**config.mk**
```make
export PLATFORM = sky130hd
export DESIGN_NAME = lfsr_burst_gen_flat
export DESIGN_NICKNAME = d
export VERILOG_FILES = /design/src/rtl/lfsr_burst_gen_pkg.sv /design/src/rtl/lfsr_burst_gen_if.sv /design/src/rtl/lfsr_burst_gen_next.sv /design/src/rtl/lfsr_burst_gen.sv /design/src/flat_wrapper.sv
export SDC_FILE = /design/constraint.sdc
export NUM_CORES = 1
export LEC_CHECK = 0
export ABC_AREA = 1
export ABC_CLOCK_PERIOD_IN_PS = 3600
export CAP_MARGIN = 20
export CORE_UTILIZATION = 45
export DETAILED_ROUTE_END_ITERATION = 10
export HOLD_SLACK_MARGIN = 0.02
export PLACE_DENSITY = 0.69
export REMOVE_ABC_BUFFERS = 1
export SKIP_CTS_REPAIR_TIMING = 1
export SYNTH_ARGS = -nofsm -noshare
export SYNTH_HDL_FRONTEND = slang
export SYNTH_SLANG_ARGS = --single-unit
```
**constraint.sdc**
```tcl
create_clock -name clk -period 3.6 [get_ports clk]
set_input_delay 0.72 -clock clk [delete_from_list [all_inputs] [get_ports clk]]
set_output_delay 0.72 -clock clk [all_outputs]
set_load 0.01 [all_outputs]
```
**src/rtl/lfsr_burst_gen_pkg.sv**
```systemverilog
// lfsr_burst_gen_pkg: shared types and default feedback taps for the burst generator
package lfsr_burst_gen_pkg;
  typedef enum logic [1:0] {IDLE, RUN, DONE} lfsr_state_t;
  typedef enum logic {MODE_RING, MODE_LFSR} lfsr_mode_t;
  localparam logic [31:0] TAPS_8  = 32'h0000_001D;
  localparam logic [31:0] TAPS_16 = 32'h0000_002D;
  localparam logic [31:0] TAPS_32 = 32'h0000_00C5;
  function automatic logic [31:0] default_taps(int w);
    return w == 8 ? TAPS_8 : w == 16 ? TAPS_16 : w == 32 ? TAPS_32 : 32'h3;
  endfunction
endpackage

```
**src/rtl/lfsr_burst_gen_if.sv**
```systemverilog
// lfsr_burst_gen_if: control inputs and pattern outputs of the burst generator
interface lfsr_burst_gen_if
  import lfsr_burst_gen_pkg::*;
#(
  parameter int WIDTH = 8,
  parameter int CNT_W = 16
);
  logic             syncInt;
  logic             en;
  lfsr_mode_t       mode;
  logic             seed_ld;
  logic [WIDTH-1:0] seed;
  logic             start;
  logic [CNT_W-1:0] burst_len;
  logic [WIDTH-1:0] po;
  logic             busy;
  logic             done;
  logic             lockup;
  modport master (output syncInt, en, mode, seed_ld, seed, start, burst_len,
                  input po, busy, done, lockup);
  modport slave  (input syncInt, en, mode, seed_ld, seed, start, burst_len,
                  output po, busy, done, lockup);
endinterface

```
**src/rtl/lfsr_burst_gen_next.sv**
```systemverilog
// lfsr_burst_gen_next: next-state function for ring rotate and Fibonacci LFSR
module lfsr_burst_gen_next
  import lfsr_burst_gen_pkg::*;
#(
  parameter int               WIDTH = 8,
  parameter logic [WIDTH-1:0] TAPS  = WIDTH'(default_taps(WIDTH))
) (
  input  logic [WIDTH-1:0] po,
  input  lfsr_mode_t       mode,
  output logic [WIDTH-1:0] nxt,
  output logic             zero
);
  always_comb begin
    nxt  = mode == MODE_LFSR ? {^(po & TAPS), po[WIDTH-1:1]} : {po[0], po[WIDTH-1:1]};
    zero = ~|po;
  end
endmodule

```
**src/rtl/lfsr_burst_gen.sv**
```systemverilog
// lfsr_burst_gen: ring/LFSR pattern generator with seed load, lock-up recovery and counted bursts
module lfsr_burst_gen
  import lfsr_burst_gen_pkg::*;
#(
  parameter int               WIDTH    = 8,
  parameter logic [WIDTH-1:0] TAPS     = WIDTH'(default_taps(WIDTH)),
  parameter int               CNT_W    = 16,
  parameter logic [WIDTH-1:0] INIT_VAL = WIDTH'(1) << (WIDTH - 1)
) (
  input logic               clk,
  input logic               reset,
  lfsr_burst_gen_if.slave   bus
);
  lfsr_state_t      state, state_n;
  logic [WIDTH-1:0] po, po_n, nxt;
  logic [CNT_W-1:0] count, count_n, len, len_n;
  logic             zero, load, begin_burst, step, recover, last;
  lfsr_burst_gen_next #(.WIDTH(WIDTH), .TAPS(TAPS)) u_next (
    .po(po), .mode(bus.mode), .nxt(nxt), .zero(zero)
  );
  // Loads win over start, and start consumes its cycle without stepping.
  always_comb begin
    load        = bus.syncInt | bus.seed_ld;
    begin_burst = !load && state == IDLE && bus.start;
    step        = !load && bus.en && (state == RUN || (state == IDLE && !bus.start));
    recover     = step && bus.mode == MODE_LFSR && zero;
    last        = step && state == RUN && len != '0 && count + CNT_W'(1) == len;
    state_n     = load ? IDLE : begin_burst ? RUN : state == RUN ? (last ? DONE : RUN) : IDLE;
    po_n        = bus.syncInt ? INIT_VAL : bus.seed_ld ? bus.seed : step ? (recover ? INIT_VAL : nxt) : po;
    count_n     = (load || begin_burst) ? '0 : (step && state == RUN) ? count + CNT_W'(1) : count;
    len_n       = begin_burst ? bus.burst_len : len;
  end
  always_ff @(posedge clk) begin
    if (reset) begin
      state      <= IDLE;
      po         <= '0;
      count      <= '0;
      len        <= '0;
      bus.lockup <= 1'b0;
    end else begin
      state      <= state_n;
      po         <= po_n;
      count      <= count_n;
      len        <= len_n;
      bus.lockup <= recover;
    end
  end
  assign bus.po   = po;
  assign bus.busy = state == RUN;
  assign bus.done = state == DONE;
endmodule

```
**src/flat_wrapper.sv**
```systemverilog
// flat-port wrapper written by rule: the top's interface ports become plain ports
module lfsr_burst_gen_flat import lfsr_burst_gen_pkg::*;
#(
  parameter int               WIDTH    = 8,
  parameter logic [WIDTH-1:0] TAPS     = WIDTH'(default_taps(WIDTH)),
  parameter int               CNT_W    = 16,
  parameter logic [WIDTH-1:0] INIT_VAL = WIDTH'(1) << (WIDTH - 1)
)
  (clk, reset, bus_syncInt, bus_en, bus_mode, bus_seed_ld, bus_seed, bus_start, bus_burst_len, bus_po, bus_busy, bus_done, bus_lockup);
  lfsr_burst_gen_if #(.WIDTH(WIDTH), .CNT_W(CNT_W)) bus_i ();
  input logic clk;
  input logic reset;
  input wire logic [$bits(bus_i.syncInt)-1:0] bus_syncInt;
  input wire logic [$bits(bus_i.en)-1:0] bus_en;
  input wire logic [$bits(bus_i.mode)-1:0] bus_mode;
  input wire logic [$bits(bus_i.seed_ld)-1:0] bus_seed_ld;
  input wire logic [$bits(bus_i.seed)-1:0] bus_seed;
  input wire logic [$bits(bus_i.start)-1:0] bus_start;
  input wire logic [$bits(bus_i.burst_len)-1:0] bus_burst_len;
  output wire logic [$bits(bus_i.po)-1:0] bus_po;
  output wire logic [$bits(bus_i.busy)-1:0] bus_busy;
  output wire logic [$bits(bus_i.done)-1:0] bus_done;
  output wire logic [$bits(bus_i.lockup)-1:0] bus_lockup;
  assign bus_i.syncInt = bus_syncInt;
  assign bus_i.en = bus_en;
  assign bus_i.mode = bus_mode;
  assign bus_i.seed_ld = bus_seed_ld;
  assign bus_i.seed = bus_seed;
  assign bus_i.start = bus_start;
  assign bus_i.burst_len = bus_burst_len;
  assign bus_po = bus_i.po;
  assign bus_busy = bus_i.busy;
  assign bus_done = bus_i.done;
  assign bus_lockup = bus_i.lockup;
  lfsr_burst_gen #(.WIDTH(WIDTH), .TAPS(TAPS), .CNT_W(CNT_W), .INIT_VAL(INIT_VAL)) u_core (.clk(clk), .reset(reset), .bus(bus_i));
endmodule
```
run_1/clk_routes.png
Bar = 20 um.
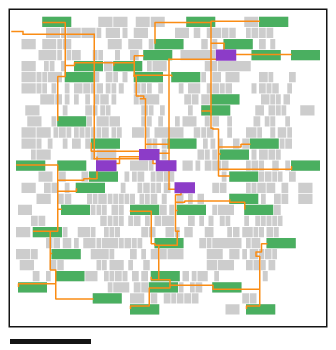
Purple marks clock drivers, count 5. Green marks flip-flops, count 43. Orange marks clock wires, length 608 um.
There are 6 routed clock nets.

run_1/power_grid.png
Pins as bars on the die edge. Tap cells in gray.
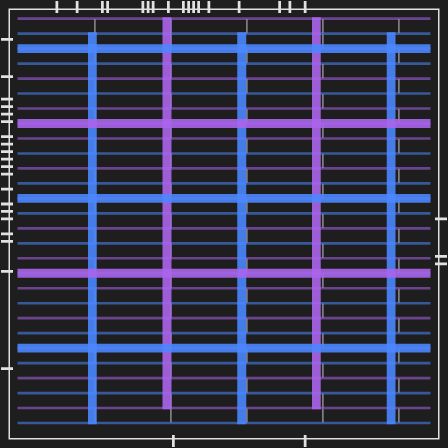
Blue marks VSS. Purple marks VDD.
72 tap cells. 5 straps on met5. The core has 27 rows. 42 signal pins sit on the boundary. 5 straps on met4.

run_1/logic_types.png
Bar = 20 um.
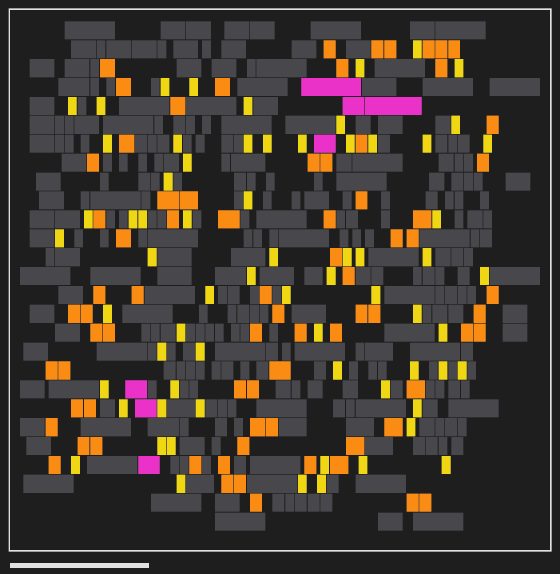
Magenta marks xor and xnor cells, cells 7. Orange marks aoi and oai cells, cells 75, where widely spread. Yellow marks inv cells, cells 67, where widely spread.

==> results.toml, run 1 <==
# generated from flow reports
[logic_synthesis]
synth-compound-area-share = 0.159
most_common_cell = "nand2_1"
simple_gate_share = 0.353
logic_family = "simple AND/OR/NAND/NOR gates"
ys_sh_xor = 0.0349
synth-adder-area-share = 0.00969
yosys_cells = 397
top_cell_area_share = 0.333
ys_seq_share = 0.333
ys.flops = 43

[finish]
n_clock_buffer = 8
num_antenna_cells = 0
reg.largest.list = "u_core.count x16, u_core.len x16, u_core.bus.po x8"
instances_no_fill = 512
buffers = 43
logic_area_sq_mm = 0.00144
stdcell_area_sq_mm = 0.00318
lay_top_count = "nand2_1"
comb_share = 0.452

[setup_path]
rr_startpoint = "u_core.count[0]"
r2r-end = "u_core.state[0]"
crit_top_cell = "inv_1"
slowest_stage = "clkdlybuf4s50_1"

[sta]
finalHoldViolCount = 0
setup-tns-final_ns = 0
skew_ns = 0.0102
finalCritPeriodShare = 0.774
finalSetupViolations = 0

[power]
p_total_mw = 0.979

[route]
dr.pass1.iters = 5
wirelength_um = 6580
m1WireLength_um = 2960
met2_length_um = 3230
via_count = 2648

[floorplanning]
tap_cells = 72
rows = 27

[global_route]
use_met2 = 0.404
grtUsageTotal = 0.234
grt.busiest_layer = "met2"

[placed_design]
port_buffers = 41
post_dp_cell_area_sq_mm = 0.00308

[run]
tool_warnings = 25

[run_status]
status = "complete, no violations"
run_1/placement_by_type.png
Bar = 20 um.
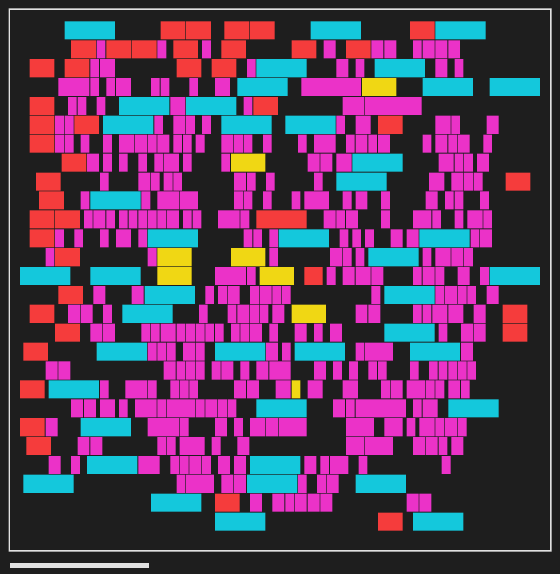

--- run 2 (diff from run 1) ---
Settings changed: ABC_CLOCK_PERIOD_IN_PS 3600 to 2400, PLACE_DENSITY 0.69 to 0.72.
Clock period 3.6 ns to 2.4 ns, I/O delays scaled along.
run_2/placement_by_type.png
Bar = 20 um.
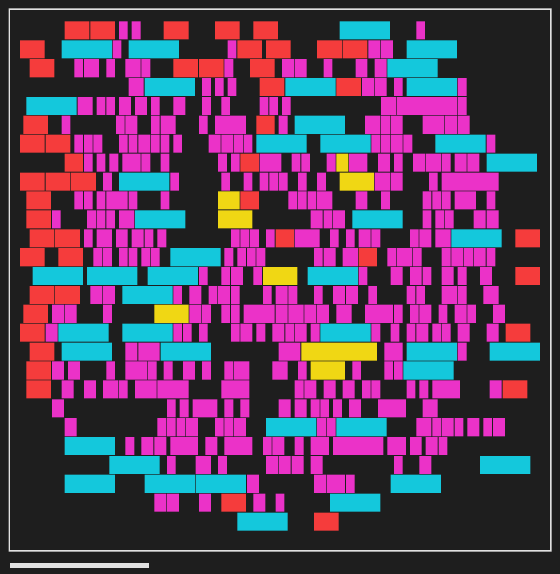
Yellow marks clock drivers and dummy loads, cells 8. Magenta marks combinational and other logic, cells 346. Cyan marks sequential cells, cells 43. Red marks remaining buffers and delay cells, cells 47.

==> run 2 against run 1 <==
- die size did not move
- clock skew down 0.0066 ns
- sequential power rose by about 50%
- routed wire length shrank 0.56%
- critical path depth is 6 lower
- via count fell by 0.53%
- non-clock buffer count rose by 4
- critical path type is now flip-flop to output pin
- critical endpoint is now bus_busy
- largest cell class unchanged
- largest power group unchanged
- highest routed layer unchanged
==> results.toml, run 2 <==
# generated from flow reports
[run_status]
status = "complete, no violations"

[route]
via_count = 2634
dr.pass1.iters = 4
met2_length_um = 2990
m1WireLength_um = 3040

[finish]
comb_share = 0.448
lay_top_count = "nand2_1"
instances_no_fill = 516
num_antenna_cells = 0
logic_area_sq_mm = 0.00144
reg.largest.list = "u_core.count x16, u_core.len x16, u_core.bus.po x8"
n_clock_buffer = 5
largest_cell_class = "logic gates"

[logic_synthesis]
most_common_cell = "nand2_1"
synth-compound-area-share = 0.159
ys_seq_share = 0.333
simple_gate_share = 0.353
yosys_cells = 397
top_cell_area_share = 0.333
ys_sh_xor = 0.0349
synth-adder-area-share = 0.00969
ys.flops = 43

[setup_path]
rr_startpoint = "u_core.count[0]"
r2r-end = "u_core.state[0]"
slowest_stage = "clkdlybuf4s50_1"

[sta]
finalHoldViolCount = 0
skew_ns = 0.00360
finalCritPeriodShare = 0.827
setup-tns-final_ns = 0

[run]
tool_warnings = 25

[global_route]
grtUsageTotal = 0.229
use_met2 = 0.392
grt.busiest_layer = "met2"

[placed_design]
port_buffers = 41
post_dp_cell_area_sq_mm = 0.00310

[floorplanning]
tap_cells = 72
Power figures rest on the tool's default switching activity, not on a simulated workload.
